===== src/rtl/fifo_wr_arbiter.sv =====
// Round-robin arbiter sharing one FIFO write port among NUM_REQ requesters.
// A grant is held for a whole burst. The burst ends on ReqLast or after MAX_BURST words.
// Each release costs one IDLE cycle before the next arbitration.
module fifo_wr_arbiter #(
   parameter int NUM_REQ    = 4,
   parameter int DATA_WIDTH = 8,
   parameter int MAX_BURST  = 4
) (
   input  logic                            Clk,
   input  logic                            Rst,
   input  logic [NUM_REQ-1:0]              ReqEn,
   input  logic [NUM_REQ-1:0]              ReqValid,
   input  logic [NUM_REQ*DATA_WIDTH-1:0]   ReqData,
   input  logic [NUM_REQ-1:0]              ReqLast,
   output logic [NUM_REQ-1:0]              ReqReady,
   input  logic                            Full,
   output logic                            Wen,
   output logic [DATA_WIDTH-1:0]           WrData,
   output logic [$clog2(NUM_REQ)-1:0]      GrantId,
   output logic                            Busy
);

   localparam int IW = $clog2(NUM_REQ);
   localparam int CW = $clog2(MAX_BURST) + 1;
   localparam logic [CW-1:0] BURST_LAST = CW'(MAX_BURST - 1);

   typedef enum logic [0:0] {IDLE = 1'b0, GRANT = 1'b1} state_t;

   state_t          state_reg;
   logic [IW-1:0]   grant_id_reg;
   logic [IW-1:0]   last_grant_reg;
   logic [CW-1:0]   burst_cnt_reg;

   logic [NUM_REQ-1:0]    elig;
   logic [IW-1:0]         cand_idx [NUM_REQ];
   logic [DATA_WIDTH-1:0] data_slice [NUM_REQ];
   logic                  winner_found;
   logic [IW-1:0]         winner_idx;
   logic                  granted;
   logic                  xfer;

   assign elig = ReqValid & ReqEn;

   // Candidate k is LastGrant+1+k; the IW-bit adder overflow gives the modulo wrap.
   // Per-requester data slices feed the write data mux.
   generate
      for (genvar gi = 0; gi < NUM_REQ; gi++) begin : g_slices
         assign cand_idx[gi]   = last_grant_reg + IW'(gi + 1);
         assign data_slice[gi] = ReqData[gi*DATA_WIDTH +: DATA_WIDTH];
      end
   endgenerate

   // Priority scan over the rotated candidate list; the first eligible one wins.
   always_comb begin
      winner_found = 1'b0;
      winner_idx   = '0;
      for (int k = 0; k < NUM_REQ; k++) begin
         if (!winner_found && elig[cand_idx[k]]) begin
            winner_found = 1'b1;
            winner_idx   = cand_idx[k];
         end
      end
   end

   // Reset masks all write-side outputs immediately, even while the state register still says GRANT.
   assign granted = (state_reg == GRANT) && !Rst;
   assign xfer    = granted && ReqValid[grant_id_reg] && !Full;

   assign Wen     = xfer;
   assign Busy    = granted;
   assign GrantId = grant_id_reg;
   assign WrData  = data_slice[grant_id_reg];

   // Only the granted requester sees ready, and only while the FIFO has room.
   generate
      for (genvar gi = 0; gi < NUM_REQ; gi++) begin : g_ready
         assign ReqReady[gi] = granted && !Full && (grant_id_reg == IW'(gi));
      end
   endgenerate

   // Arbitration FSM: IDLE picks a winner; GRANT counts words and releases on last or burst limit.
   always_ff @(posedge Clk) begin
      if (Rst) begin
         state_reg      <= IDLE;
         grant_id_reg   <= '0;
         burst_cnt_reg  <= '0;
         last_grant_reg <= IW'(NUM_REQ - 1);
      end else begin
         case (state_reg)
            IDLE: begin
               if (winner_found) begin
                  grant_id_reg   <= winner_idx;
                  last_grant_reg <= winner_idx;
                  burst_cnt_reg  <= '0;
                  state_reg      <= GRANT;
               end
            end
            GRANT: begin
               if (xfer) begin
                  burst_cnt_reg <= burst_cnt_reg + 1'b1;
                  if (ReqLast[grant_id_reg] || (burst_cnt_reg == BURST_LAST)) begin
                     state_reg <= IDLE;
                  end
               end
            end
            default: state_reg <= IDLE;
         endcase
      end
   end

endmodule

===== config.mk =====
export PLATFORM = sky130hd
export DESIGN_NAME = fifo_wr_arbiter
export DESIGN_NICKNAME = d
export VERILOG_FILES = /design/src/rtl/fifo_wr_arbiter.sv
export SDC_FILE = /design/constraint.sdc
export NUM_CORES = 1
export LEC_CHECK = 0
export ABC_CLOCK_PERIOD_IN_PS = 2150
export CORE_AREA = 8 8 58 60
export CTS_BUF_LIST = sky130_fd_sc_hd__clkbuf_8
export DETAILED_ROUTE_END_ITERATION = 12
export DIE_AREA = 0 0 66 68
export PLACE_DENSITY = 0.86
export SETUP_SLACK_MARGIN = 0.02
export SLEW_MARGIN = 20
export SYNTH_ARGS = -nofsm -noshare
export SYNTH_HDL_FRONTEND = slang
export SYNTH_SLANG_ARGS = --single-unit
export TNS_END_PERCENT = 1

===== constraint.sdc =====
create_clock -name Clk -period 2.15 [get_ports Clk]
set_clock_uncertainty 0.2 [all_clocks]
set_input_delay 0.215 -clock Clk [delete_from_list [all_inputs] [get_ports Clk]]
set_output_delay 0.215 -clock Clk [all_outputs]
set_load 0.005 [all_outputs]

Fig. 1: routed metal, one colour a layer
Bar = 20 µm. Only two layers are drawn.
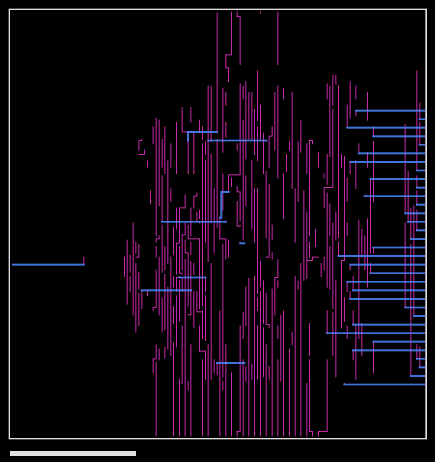
- M2: magenta (wire length 1880 µm)
- M3: blue (wire length 288 µm)

Fig. 2: cell classes on the final placement
Fill, decap, tap and diode cells in grey.
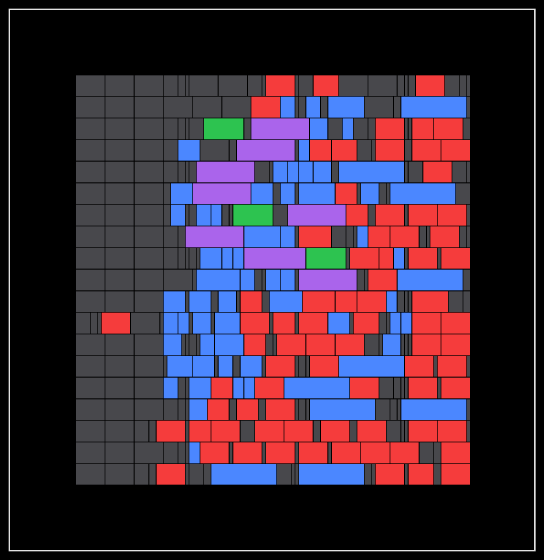
- clock-net drivers: green (cells 3; share of their area 2.7%)
- remaining buffers and delay cells: red (cells 78; share of their area 49%)
- remaining logic cells: blue (cells 66; share of their area 38%)
- registers: purple (cells 8; share of their area 11%)

==> cells by family (layout without fill, tap and decap cells) <==
kind of cell    Yosys count  count (layout)  share of synthesized area, %
compound gates           22              22                          20.2
fa+ha+maj                 2               2                          3.29
flops                     8               8                          21.1
mux                      10              10                          29.6
buf+inv                   9              84                          5.76
simple gates             29              29                          20.1
==> tightest hold or removal path: stages, from the launching register on <==
cell and delay, ns:
sky130_fd_sc_hd__dfxtp_1 0.31, sky130_fd_sc_hd__nand3_1 0.07, sky130_fd_sc_hd__a21oi_1 0.07
==> final cells by class <==
type,instances,area [µm²]
inverters,3,11.3
multi-input cells,63,562
fillers,209,1010
well taps,31,38.8
flip-flops and latches,8,161
repair buffers,78,743
clock buffers,3,41.3
==> where the power goes <==
part,internal [mW],switching [mW],leakage (nW)
logic,0.232,0.122,0.541
clock network,0.121,0.0555,0.0216
registers,0.162,0.0155,0.0659
==> through the flow <==
| step | power, mW | utilization [%] |
|---|---|---|
| 2_1_floorplan | 0.324 | - |
| 3_3_place_gp | 0.510 | 57.6 |
| 3_5_place_dp | 0.522 | 57.6 |
| 4_1_cts | 0.700 | 59.6 |
| 5_1_grt | 0.744 | 60.7 |
| 6_report | 0.709 | 60.7 |
==> layer usage <==
| layer | GRT usage, % | vias to the layer above | part of all wire, % | routed length (µm) |
|---|---|---|---|---|
| met5 | 0 | - | 0 | 0 |
| met4 | 4.00 | 0 | 0.56 | 19 |
| met3 | 3.76 | 2 | 8.4 | 287 |
| met2 | 30.3 | 49 | 55 | 1880 |
| met1 | 14.0 | 483 | 36 | 1210 |
| li1 | - | 464 | - | - |
==> what timing repair did <==
action	CTS	global route
buffers inserted	1	2
setup endpoints to repair	10	10
resized	6	3
pin swaps	2	1
cloned	0	1
==> impl_results.html <==
<h3>Flow metrics</h3>
<table>
<tr><th>Metric</th><th>Value</th></tr>
<tr><th colspan="2">Floorplanning</th></tr>
<tr><td>Chip Width</td><td>66 µm</td></tr>
<tr><td>Top-level port count</td><td>63</td></tr>
<tr><td>Starting Density</td><td>29.6%</td></tr>
<tr><td>DIE AREA</td><td>4490 µm²</td></tr>
<tr><td>Number of placement rows</td><td>19</td></tr>
<tr><td>Core footprint</td><td>2570 µm²</td></tr>
<tr><td>Die outline height</td><td>roughly 68 µm</td></tr>
<tr><th colspan="2">Clock network</th></tr>
<tr><td>TritonCTS clock tree</td><td>built</td></tr>
<tr><td>CTS buffer count</td><td>3</td></tr>
<tr><td>Worst skew pair latency</td><td>between 0.2 and 0.25 ns</td></tr>
<tr><td>Num Clock Sinks</td><td>8</td></tr>
<tr><td>Cell chosen for the clock root</td><td>sky130_fd_sc_hd__clkbuf_8</td></tr>
<tr><td>Total number of H-tree levels</td><td>1</td></tr>
<tr><th colspan="2">Detailed routing</th></tr>
<tr><td>Overall via count from detail_route</td><td>998</td></tr>
<tr><td>Post-route antenna net violation count</td><td>0</td></tr>
<tr><td>WL/cell</td><td>18.3 µm</td></tr>
<tr><td>DRC violations left</td><td>0</td></tr>
<tr><td>Wirelength, routed</td><td>approximately 3400 µm</td></tr>
<tr><td>Iteration-0 DRC count of the detailed router</td><td>51</td></tr>
<tr><td>Number of iterations in the first detailed-routing pass</td><td>4</td></tr>
<tr><th colspan="2">GRT</th></tr>
<tr><td>Maximum number of pins on one net before global-route repair</td><td>16</td></tr>
<tr><td>Gr ovfl total</td><td>0</td></tr>
<tr><td>First-pass GRT wire length</td><td>5160 µm</td></tr>
<tr><td>Number of antenna violations at the first check in global routing</td><td>0</td></tr>
<tr><td>Via count of the first global-routing pass</td><td>1024</td></tr>
<tr><td>Overall global routing resource usage</td><td>about 15%</td></tr>
<tr><th colspan="2">Logic synthesis</th></tr>
<tr><td>Instance tally after logic synthesis</td><td>80</td></tr>
<tr><td>Number of register bits inferred by synthesis</td><td>8</td></tr>
<tr><td>Async set-reset flop share out of synthesis</td><td>0%</td></tr>
<tr><td>Biggest area cells</td><td>sky130_fd_sc_hd__mux4_2 30%, sky130_fd_sc_hd__dfxtp_1 21%, sky130_fd_sc_hd__a21oi_1 3.9%</td></tr>
<tr><td>Register area share after synthesis</td><td>21.1%</td></tr>
<tr><td>Flip-flops with a built-in enable</td><td>0</td></tr>
<tr><td>Dominant register cell</td><td>sky130_fd_sc_hd__dfxtp_1</td></tr>
<tr><td>Area fraction of the dominant cell type after synthesis</td><td>29.6%</td></tr>
<tr><td>Yosys cell count</td><td>80</td></tr>
<tr><td>List of most frequent post-synthesis cells</td><td>10 x sky130_fd_sc_hd__mux4_2, 8 x sky130_fd_sc_hd__dfxtp_1, 6 x sky130_fd_sc_hd__a21oi_1, 6 x sky130_fd_sc_hd__nand2_1, 6 x sky130_fd_sc_hd__nor2_1</td></tr>
<tr><td>Number of distinct library cells after synthesis</td><td>35</td></tr>
<tr><td>Top cell type by total area after synthesis</td><td>sky130_fd_sc_hd__mux4_2</td></tr>
<tr><td>YS chip area</td><td>~760 µm²</td></tr>
<tr><td>Cell with the most instances after synthesis</td><td>sky130_fd_sc_hd__mux4_2</td></tr>
<tr><td>Combined area of all synthesized cells</td><td>761 µm²</td></tr>
<tr><td>Number of nets in the synthesized netlist</td><td>129</td></tr>
<tr><td>Mean post-synth cell area</td><td>between 9 and 10 µm²</td></tr>
<tr><th colspan="2">Critical path</th></tr>
<tr><td>Worst setup startpoint</td><td>GrantId[0]$_SDFFE_PP0P_</td></tr>
<tr><td>Required time of the critical path</td><td>1.74 ns</td></tr>
<tr><td>Gate family responsible for the most delay along the worst path</td><td>buffers and inverters</td></tr>
<tr><td>Element type at the critical path start</td><td>flip-flop</td></tr>
<tr><td>Reg2reg start</td><td>GrantId[1]$_SDFFE_PP0P_</td></tr>
<tr><td>Critical path depth</td><td>3</td></tr>
<tr><td>Maximum fanout encountered on the critical timing path</td><td>5</td></tr>
<tr><td>Arrival time at the worst endpoint</td><td>1.68 ns</td></tr>
<tr><td>Buffers plus inverters on the worst setup path</td><td>2</td></tr>
<tr><td>Longest individual stage delay on the worst path</td><td>around 0.49 ns</td></tr>
<tr><td>Type of the worst setup path</td><td>reg -&gt; out</td></tr>
<tr><td>Sort of element at the end of the critical path</td><td>primary output</td></tr>
<tr><td>Reg-to-Reg End</td><td>burst_cnt_reg[2]$_SDFFE_PP0P_</td></tr>
<tr><td>Standard cell with the maximum stage delay on the critical path</td><td>sky130_fd_sc_hd__mux4_2</td></tr>
<tr><td>Critical path cell sequence</td><td>buf_6 &gt; mux4_2 &gt; clkdlybuf4s50_1</td></tr>
<tr><td>Termination of the worst setup path</td><td>WrData[2]</td></tr>
<tr><td>R2r worst-path depth</td><td>5</td></tr>
<tr><th colspan="2">Hold path</th></tr>
<tr><td>Hold Crit Start</td><td>burst_cnt_reg[2]$_SDFFE_PP0P_</td></tr>
<tr><td>Hold Path Cell Cnt</td><td>2</td></tr>
<tr><td>Worst min-delay path endpoint</td><td>burst_cnt_reg[2]$_SDFFE_PP0P_</td></tr>
<tr><td>Path type of the worst min-delay path</td><td>reg -&gt; reg</td></tr>
<tr><th colspan="2">STA</th></tr>
<tr><td>Highest attainable clock frequency</td><td>roughly 480 MHz</td></tr>
<tr><td>Total negative setup slack</td><td>0 ns</td></tr>
<tr><td>Pins over their slew limit</td><td>0</td></tr>
<tr><td>Number of hold violations in the final report</td><td>0</td></tr>
<tr><td>Worst Setup Slack, final</td><td>0.0589 ns</td></tr>
<tr><td>Actual transition at the worst max-transition pin</td><td>between 0.4 and 0.5 ns</td></tr>
<tr><td>Final-layout worst hold slack</td><td>0.298 ns</td></tr>
<tr><td>Final period util</td><td>a little over nine tenths</td></tr>
<tr><td>RSZ-0062 raised after global routing</td><td>true</td></tr>
<tr><th colspan="2">Finish</th></tr>
<tr><td>Area added between synthesis and finish</td><td>105%</td></tr>
<tr><td>Area of all placed cells without fillers</td><td>1560 µm²</td></tr>
<tr><td>Most used logic cell in the final layout</td><td>sky130_fd_sc_hd__clkdlybuf4s50_1</td></tr>
<tr><td>Largest register FFs</td><td>3</td></tr>
<tr><td>Post-route non-filler standard cell count</td><td>186</td></tr>
<tr><td>Commonest cells after routing, fill and taps aside</td><td>57 x sky130_fd_sc_hd__clkdlybuf4s50_1, 13 x sky130_fd_sc_hd__buf_4, 10 x sky130_fd_sc_hd__mux4_2, 7 x sky130_fd_sc_hd__dfxtp_1</td></tr>
<tr><td>Fraction of layout cells with a size suffix above 1</td><td>between 20% and 30%</td></tr>
<tr><td>Antenna diode count</td><td>0</td></tr>
<tr><th colspan="2">Power and ir drop</th></tr>
<tr><td>Leak Pwr</td><td>0.629 nW</td></tr>
<tr><td>Largest vdd supply drop</td><td>283 µV</td></tr>
<tr><td>Power per cell area</td><td>between 400 and 500 nW/µm²</td></tr>
<tr><th colspan="2">Placement</th></tr>
<tr><td>Setup Slack @ Placement</td><td>-0.0645 ns</td></tr>
<tr><td>Last weighted congestion value of the routability-driven placer</td><td>0.798</td></tr>
<tr><td>Quantity of I/O buffers inserted on ports</td><td>62</td></tr>
<tr><td>Area after detailed placement</td><td>1480 µm²</td></tr>
<tr><td>Placed cell count</td><td>179</td></tr>
<tr><th colspan="2">Run</th></tr>
<tr><td>Max-cap viol count</td><td>0</td></tr>
<tr><th colspan="2">Outcome</th></tr>
<tr><td>Outcome</td><td>complete, no violations</td></tr>
</table>
No activity file was given, so power comes from the tool's default toggle rates.
